[config.mk]
export PLATFORM = sky130hd
export DESIGN_NAME = pulse_event_queue_flat
export DESIGN_NICKNAME = d
export VERILOG_FILES = /design/src/rtl/pulse_event_queue_pkg.sv /design/src/rtl/pulse_event_queue_if.sv /design/src/rtl/pulse_event_queue_tstamp_fifo.sv /design/src/rtl/pulse_event_queue.sv /design/src/flat_wrapper.sv
export SDC_FILE = /design/constraint.sdc
export NUM_CORES = 1
export LEC_CHECK = 0
export ABC_AREA = 1
export CAP_MARGIN = 0
export CORE_AREA = 2 2 39 41
export CTS_CLUSTER_DIAMETER = 150
export DETAILED_ROUTE_END_ITERATION = 12
export DIE_AREA = 0 0 41 43
export PLACE_DENSITY = 0.5
export SLEW_MARGIN = 10
export SYNTH_ARGS = -nofsm -noshare
export SYNTH_HDL_FRONTEND = slang
export SYNTH_SLANG_ARGS = --single-unit
export TNS_END_PERCENT = 5
[constraint.sdc]
create_clock -name clk -period 4.75 [get_ports clk]
set_clock_uncertainty 0.1 [all_clocks]
set_input_delay 0.95 -clock clk [delete_from_list [all_inputs] [get_ports clk]]
set_output_delay 0.95 -clock clk [all_outputs]
set_load 0.05 [all_outputs]
[src/rtl/pulse_event_queue_pkg.sv]
// Shared types and defaults for the pulse event queue.
// Optional timestamping is enabled by defining PULSE_EVT_TSTAMP_EN.
package pulse_evt_pkg;

  typedef enum logic {
    IDLE   = 1'b0,
    ACTIVE = 1'b1
  } evt_state_e;

  localparam int unsigned DEF_DEPTH = 8;
  localparam int unsigned DEF_TS_W  = 16;

  // Pointer width that stays legal for a single-entry queue.
  function automatic int unsigned ptr_width(input int unsigned depth);
    return (depth > 1) ? $clog2(depth) : 1;
  endfunction

endpackage

[src/rtl/pulse_event_queue_if.sv]
// Event handshake bundle between the pulse event queue and its environment.
// evt_tstamp exists only when PULSE_EVT_TSTAMP_EN is defined.
interface pulse_event_queue_if
  import pulse_evt_pkg::*;
#(
  parameter int unsigned DEPTH = DEF_DEPTH,
  parameter int unsigned TS_W  = DEF_TS_W
);
  localparam int unsigned CNT_W = $clog2(DEPTH + 1);

  if (DEPTH < 1 || TS_W < 1) begin : g_param_check
    $error("pulse_event_queue_if: DEPTH and TS_W must be >= 1");
  end

  logic             sync_pulse;
  logic             evt_valid;
  logic             evt_ready;
  logic [CNT_W-1:0] evt_pending;
  logic             ovf;
  logic             ovf_clr;
`ifdef PULSE_EVT_TSTAMP_EN
  logic [TS_W-1:0]  evt_tstamp;
`endif

  // Queue side
  modport slave (
    input  sync_pulse,
    input  evt_ready,
    input  ovf_clr,
    output evt_valid,
    output evt_pending,
    output ovf
`ifdef PULSE_EVT_TSTAMP_EN
    , output evt_tstamp
`endif
  );

  // Producer / consumer side
  modport master (
    output sync_pulse,
    output evt_ready,
    output ovf_clr,
    input  evt_valid,
    input  evt_pending,
    input  ovf
`ifdef PULSE_EVT_TSTAMP_EN
    , input  evt_tstamp
`endif
  );

endinterface

[src/rtl/pulse_event_queue_tstamp_fifo.sv]
// DEPTH x TS_W timestamp FIFO; occupancy comes from the parent's pending count.
// Only instantiated when PULSE_EVT_TSTAMP_EN is defined.
module tstamp_fifo
  import pulse_evt_pkg::*;
#(
  parameter int unsigned DEPTH = DEF_DEPTH,
  parameter int unsigned TS_W  = DEF_TS_W,
  parameter int unsigned CNT_W = $clog2(DEPTH + 1)
) (
  input  logic             clk,
  input  logic             rst_n,
  input  logic             i_push,
  input  logic             i_pop,
  input  logic [TS_W-1:0]  i_data,
  input  logic [CNT_W-1:0] i_pending,
  output logic [TS_W-1:0]  o_head
);
  localparam int unsigned PTR_W = ptr_width(DEPTH);
  localparam logic [PTR_W-1:0] LAST_PTR = PTR_W'(DEPTH - 1);

  logic [TS_W-1:0]  r_mem [DEPTH];
  logic [PTR_W-1:0] r_wr_ptr;
  logic [PTR_W-1:0] r_rd_ptr;
  logic             w_empty;
  logic             w_full;
  logic             w_wr_en;
  logic             w_rd_en;

  function automatic logic [PTR_W-1:0] ptr_inc(input logic [PTR_W-1:0] ptr);
    return (ptr == LAST_PTR) ? '0 : ptr + PTR_W'(1);
  endfunction

  assign w_empty = (i_pending == '0);
  assign w_full  = (i_pending == CNT_W'(DEPTH));
  assign w_rd_en = i_pop & ~w_empty;
  // At full a write is only legal when the head leaves in the same cycle.
  assign w_wr_en = i_push & (~w_full | w_rd_en);

  always_ff @(posedge clk) begin
    if (!rst_n) begin
      r_wr_ptr <= '0;
      r_rd_ptr <= '0;
    end else begin
      if (w_wr_en) r_wr_ptr <= ptr_inc(r_wr_ptr);
      if (w_rd_en) r_rd_ptr <= ptr_inc(r_rd_ptr);
    end
  end

  always_ff @(posedge clk) begin
    if (w_wr_en) r_mem[r_wr_ptr] <= i_data;
  end

  assign o_head = w_empty ? '0 : r_mem[r_rd_ptr];

endmodule

[src/rtl/pulse_event_queue.sv]
// Turns synchronized one-cycle pulses into a counted valid/ready event stream.
// Define PULSE_EVT_TSTAMP_EN to attach a per-event timestamp FIFO.
module pulse_event_queue
  import pulse_evt_pkg::*;
#(
  parameter int unsigned DEPTH = DEF_DEPTH,
  parameter int unsigned TS_W  = DEF_TS_W
) (
  input  logic                 clk,
  input  logic                 rst_n,
  pulse_event_queue_if.slave   evt_if
);
  localparam int unsigned CNT_W = $clog2(DEPTH + 1);
  localparam logic [CNT_W-1:0] FULL_CNT = CNT_W'(DEPTH);

  if (DEPTH < 1 || TS_W < 1) begin : g_param_check
    $error("pulse_event_queue: DEPTH and TS_W must be >= 1");
  end

  evt_state_e       r_state;
  evt_state_e       w_state_nxt;
  logic [CNT_W-1:0] r_pending;
  logic             r_ovf;
  logic             w_valid;
  logic             w_push;
  logic             w_pop;
  logic             w_full;
  logic             w_accept;
  logic             w_drop;

  assign w_push   = evt_if.sync_pulse;
  assign w_pop    = w_valid & evt_if.evt_ready;
  assign w_full   = (r_pending == FULL_CNT);
  // A pop frees the slot the same cycle, so push at full is still accepted.
  assign w_accept = w_push & (~w_full | w_pop);
  assign w_drop   = w_push & w_full & ~w_pop;

  always_ff @(posedge clk) begin
    if (!rst_n) r_state <= IDLE;
    else        r_state <= w_state_nxt;
  end

  always_comb begin
    w_state_nxt = r_state;
    case (r_state)
      IDLE:    if (w_push) w_state_nxt = ACTIVE;
      ACTIVE:  if ((r_pending == CNT_W'(1)) && w_pop && !w_push) w_state_nxt = IDLE;
      default: w_state_nxt = IDLE;
    endcase
  end

  always_comb begin
    w_valid = (r_state == ACTIVE);
  end

  always_ff @(posedge clk) begin
    if (!rst_n) begin
      r_pending <= '0;
    end else if (w_accept && !w_pop) begin
      r_pending <= r_pending + CNT_W'(1);
    end else if (!w_accept && w_pop) begin
      r_pending <= r_pending - CNT_W'(1);
    end
  end

  always_ff @(posedge clk) begin
    if (!rst_n)                r_ovf <= 1'b0;
    else if (w_drop)           r_ovf <= 1'b1;
    else if (evt_if.ovf_clr)   r_ovf <= 1'b0;
  end

  assign evt_if.evt_valid   = w_valid;
  assign evt_if.evt_pending = r_pending;
  assign evt_if.ovf         = r_ovf;

`ifdef PULSE_EVT_TSTAMP_EN
  logic [TS_W-1:0] r_ts;
  logic [TS_W-1:0] w_head;

  always_ff @(posedge clk) begin
    if (!rst_n) r_ts <= '0;
    else        r_ts <= r_ts + TS_W'(1);
  end

  tstamp_fifo #(
    .DEPTH (DEPTH),
    .TS_W  (TS_W),
    .CNT_W (CNT_W)
  ) u_tstamp_fifo (
    .clk       (clk),
    .rst_n     (rst_n),
    .i_push    (w_accept),
    .i_pop     (w_pop),
    .i_data    (r_ts),
    .i_pending (r_pending),
    .o_head    (w_head)
  );

  assign evt_if.evt_tstamp = w_head;
`endif

endmodule
[src/flat_wrapper.sv]
// flat-port wrapper written by rule: the top's interface ports become plain ports
module pulse_event_queue_flat import pulse_evt_pkg::*;
#(
  parameter int unsigned DEPTH = DEF_DEPTH,
  parameter int unsigned TS_W  = DEF_TS_W
)
  (clk, rst_n, evt_if_sync_pulse, evt_if_evt_ready, evt_if_ovf_clr, evt_if_evt_valid, evt_if_evt_pending, evt_if_ovf);
  pulse_event_queue_if #(.DEPTH(DEPTH), .TS_W(TS_W)) evt_if_i ();
  input  logic clk;
  input  logic rst_n;
  input wire logic [$bits(evt_if_i.sync_pulse)-1:0] evt_if_sync_pulse;
  input wire logic [$bits(evt_if_i.evt_ready)-1:0] evt_if_evt_ready;
  input wire logic [$bits(evt_if_i.ovf_clr)-1:0] evt_if_ovf_clr;
  output wire logic [$bits(evt_if_i.evt_valid)-1:0] evt_if_evt_valid;
  output wire logic [$bits(evt_if_i.evt_pending)-1:0] evt_if_evt_pending;
  output wire logic [$bits(evt_if_i.ovf)-1:0] evt_if_ovf;
  assign evt_if_i.sync_pulse = evt_if_sync_pulse;
  assign evt_if_i.evt_ready = evt_if_evt_ready;
  assign evt_if_i.ovf_clr = evt_if_ovf_clr;
  assign evt_if_evt_valid = evt_if_i.evt_valid;
  assign evt_if_evt_pending = evt_if_i.evt_pending;
  assign evt_if_ovf = evt_if_i.ovf;
  pulse_event_queue #(.DEPTH(DEPTH), .TS_W(TS_W)) u_core (.clk(clk), .rst_n(rst_n), .evt_if(evt_if_i));
endmodule
==> images/pdn.png <==
The bar under the picture is 10 microns long. Pins as bars on the die edge. Tap cells in gray.
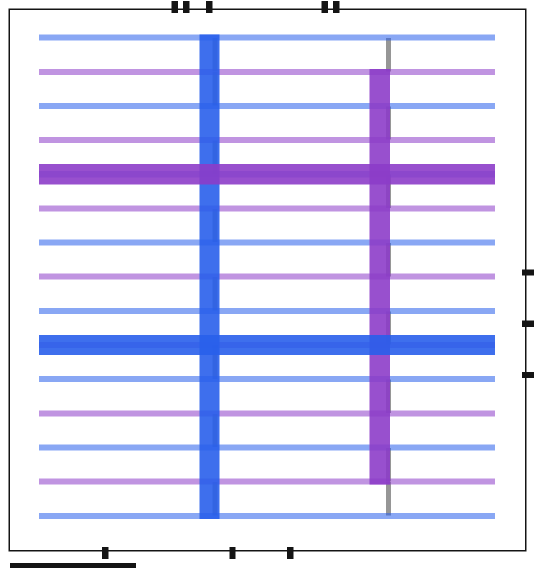
[purple] VDD
[blue] VSS
met5 straps: 2
met4 straps: 2
rows: 14
placeable core region: 0.00138 sq mm
width of the chip: 41 microns
floorplan die height: 43 microns
VDD IR max: 0.102 mV

==> images/cell_classes.png <==
The bar under the picture is 10 microns long.
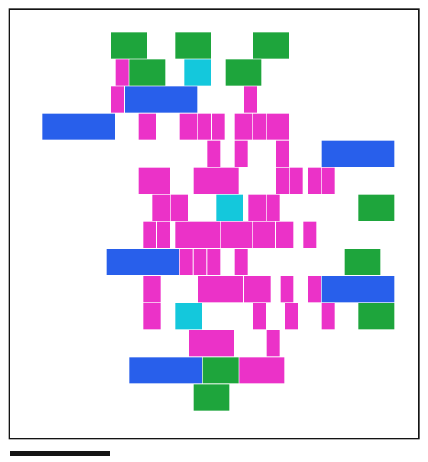
[green] other buffers and delay cells | cells: 10
[magenta] all other logic | cells: 46
[cyan] cells driving clock nets | cells: 3
[blue] flip-flops | cells: 6
design area: 509 sq um
sequential portion of the cell area: 23.6%
final core area utilization: 36.8%
# rows: 14

==> results.txt <==
Figures from the flow reports.

Run status:
- The run finished with clean final reports.

Clock network:
- In this run the clock root is driven by a clkbuf_4.
- The run gives the number of buffers added by the clock tree synthesis step as 3.
- The run puts the number of clock sinks at 6.
- The run gives the hold buffer count at cts as 0.
- The run gives the number of levels the H-tree was split into as 1.
- The run puts the maximum clock path buffer count at 2.
- TritonCTS built the clock tree.
- The run gives the number of gates resized after cts as 0.
- The run gives the post-CTS repair timing setup buffer count as 0.

Detailed routing:
- The run puts the violation tally from detailed-route iteration zero at 2.
- The run gives the remaining number of nets flagged by the antenna check after routing as 0.
- Signal routing reaches up to met4.
- The run gives the count of TritonRoute iterations in the first routing pass as 2.
- For this sky-water flow run, the detailed-routed wirelength per cell is reported as 9.49 microns.
- The run gives the wire length on met1 as about 360 microns.
- The run gives the routed wire length on met2 as 362 microns.
- The run gives the wire length reported by the detailed router as 769 microns.
- The run puts the count of unresolved DRC violations after routing at 0.
- The run gives the total length of routed met3 wires as 25 microns.
- The run puts the routed via count at 356.

Critical path:
- The run puts the required time of the critical path at 3700 ps.
- The run gives the count of cell instances traversed by the critical path as 1.
- Among cell families on the critical path, the largest total delay comes from buffers and inverters.
- STA classifies the critical path endpoint as a primary output.
- Counting cells, the worst reg-to-reg path comes to 10.
- The worst setup path is launched from a register.
- The endpoint identified for the worst register-to-register timing path is u_core.evt_if.evt_pending[2].
- The worst register-to-register path begins at u_core.evt_if.evt_pending[0].
- The run gives the total buffers and inverters traversed by the critical path as 1.
- In this run the worst setup path terminates at evt_if_evt_pending[0].
- In this design, the stage delay of the slowest critical-path cell is 840 ps.
- The run gives the type of the worst setup path as reg2out.
- The timing report shows that the slowest cell on the worst path is clkdlybuf4s50_1.
- The run gives the largest fanout of any net on the critical path as 6.

Final timing:
- For this run, the top clock speed supported by timing is 387 MHz.
- The run puts the count of final max-slew check failures at 0.
- The run gives the measured slew at the worst slew-check pin as 497 ps.
- The run puts the final critical-path required period at 2580 ps.
- Setup repair after global routing left no endpoint under its margin.
- Endpoints with negative setup slack in the final report add up to 0.
- The run puts the headroom to the max-slew limit at 66.8%.
- The run gives the number of hold-slack violations in the final timing report as 0.
- The run puts the sum of negative setup slack at 0 ps.
- The run puts the final clock period utilization by the worst path at around 54%.

Power:
- The run puts the switching portion of total power at 40.8%.
- In the power breakdown, the biggest contributor is combinational cells.
- The run gives the part of the power in the clock network as 26.1%.
- The run puts the combinational logic power at 0.0789 mW.
- Looking at the power breakdown, combinational cells take around two fifths of the total.
- The run puts the total internal power at between 0.1 and 0.15 mW.
- Per the OpenROAD power report, leakage power amounts to 0.235 nW.
- The run gives the net switching power as 0.0799 mW.
- The power report lists the sequential group at approximately 0.066 mW.
- The run puts the share of total power in sequential cells at 33.6%.

Yosys:
- The synthesis stat section lists a flop and latch total of 6.
- Looking at area per cell type in the netlist, the leader is dfxtp_1.
- After synthesis, the design contains between 50 and 60 cells according to Yosys.
- The netlist uses 12 different library cells.
- The run puts the tally of yosys warning messages at 0.
- Yosys reports that the most numerous cell types are 11 x inv_1, 11 x nand2_1, 6 x dfxtp_1, 5 x ha_1, 5 x nor2_1.
- Sequential elements use 32.8% of the synthesized area.
- The run gives the cell area after synthesis as 367 sq um.
- By area the synthesized netlist is led by dfxtp_1 33%, ha_1 17%, inv_1 11%.
- Counting every net in the synthesized netlist gives slightly above 60.
- The synthesized design contains 0 enable-type register cells.
- The run gives the mean area per synthesized cell as 7.05 sq um.
- The run gives the most common flop cell mapped by yosys as dfxtp_1.
- The run gives the synthesized chip area reported by yosys as 367 sq um.

Floorplanning:
- The run gives the floorplan utilization as 26.5%.
- The run puts the total die size at 0.00176 sq mm.

Place:
- The run puts the half-perimeter wire length of the detailed placement result at around 600 microns.
- The run gives the count of buffers from port buffering as 10.
- The run puts the weighted congestion at the end of routability-driven global placement at 0.725.

Min path:
- Looking at the hold checks, the worst path lands on u_core.evt_if.ovf.
- The run gives the number of instances on the worst hold path as 2.
- Per the hold report, the tightest min-delay path originates at u_core.evt_if.ovf.
- The run gives the class of the most critical hold timing path as reg2reg.

Layout:
- The run puts the area growth from synthesis to layout at 38.9%.
- The run puts the proportion of layout cells with a drive suffix above 1 at under 10%.
- The run puts the number of diodes added for antenna fixing at 0.
- The finished design was reported to have a net count of 77.

Global route:
- The run puts the aggregate global-route resource usage at 12.5%.
- The run puts the remaining global-route overflow at 0.
- The run puts the global-route wire length before repair at around 1300 microns.
- The run puts the via count of the first global-routing pass at 347.
- Entering global routing, the biggest net connects 7 pins.

Job:
- The run puts the number of max-capacitance violations reported at 0.
- The run puts the total number of warnings across the stage logs at 29.
==> images/clock_map.png <==
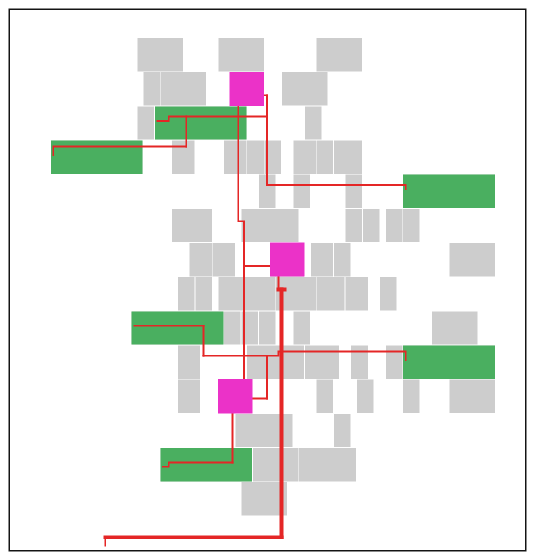
[magenta] cells driving clock nets | count: 3
[green] flip-flops | count: 6
[red] clock wires | length: 148 microns
routed clock nets: 4
Skew-Pair Late Insertion Delay: 250 ps
power attributed to the clock group: 0.0512 mW

-- layout make-up --
class / count / area (sq um)
fillers: 156 / 875
inverters: 11 / 41.3
well taps: 16 / 20.0
repair buffers: 10 / 100
clock buffers: 3 / 22.5
multi-input cells: 35 / 205
flip-flops and latches: 6 / 120
-- stage by stage --
step           power [mW]  std cells  hold WS [ps]  worst slack [ps]
6_report            0.196         81           370              2170
5_1_grt             0.210         81           397              2110
4_1_cts             0.198         81           379              2160
3_5_place_dp        0.146         78           372              2090
3_3_place_gp        0.146         78           362              2110
2_1_floorplan       0.122         52           583              2600
-- placed cells by master (no fill, tap or decap) --
master / synthesis / routed
dfxtp_1: 6 / 6
o211ai_1: 1 / 1
xnor2_1: 1 / 1
clkbuf_4: 0 / 3
nand3_1: 2 / 2
ha_1: 5 / 5
nor2_1: 5 / 5
clkdlybuf4s50_1: 0 / 10
o21ai_2: 1 / 1
o21ai_1: 3 / 3
a21oi_1: 4 / 4
nand4_1: 2 / 2
nand2_1: 11 / 11
inv_1: 11 / 11
-- sequential cells by signal, summed over array words and instances, names as in the netlist --
name,cells
u_core.evt_if.ovf,1
u_core.evt_if.evt_pending,4
u_core.evt_if.evt_valid,1
-- per-layer routing --
layer | vias to the layer above | track usage [%]
li1 | 191 | -
met1 | 158 | 13.6
met2 | 5 | 16.3
met3 | 2 | 4.71
met4 | 0 | 14.0
met5 | - | 0
-- cells by family (layout without fill, tap and decap cells) --
family / after synthesis / count (layout) / share of synthesized area [%]
and+or+nand+nor: 20 / 20 / 22.5
buffers and inverters: 11 / 24 / 11.3
AOI/OAI and AO/OA: 9 / 9 / 14.0
DFF: 6 / 6 / 32.8
adders and majority gates: 5 / 5 / 17.1
xor gates and xnor gates: 1 / 1 / 2.39
Power is estimated from default activity; no workload was simulated.
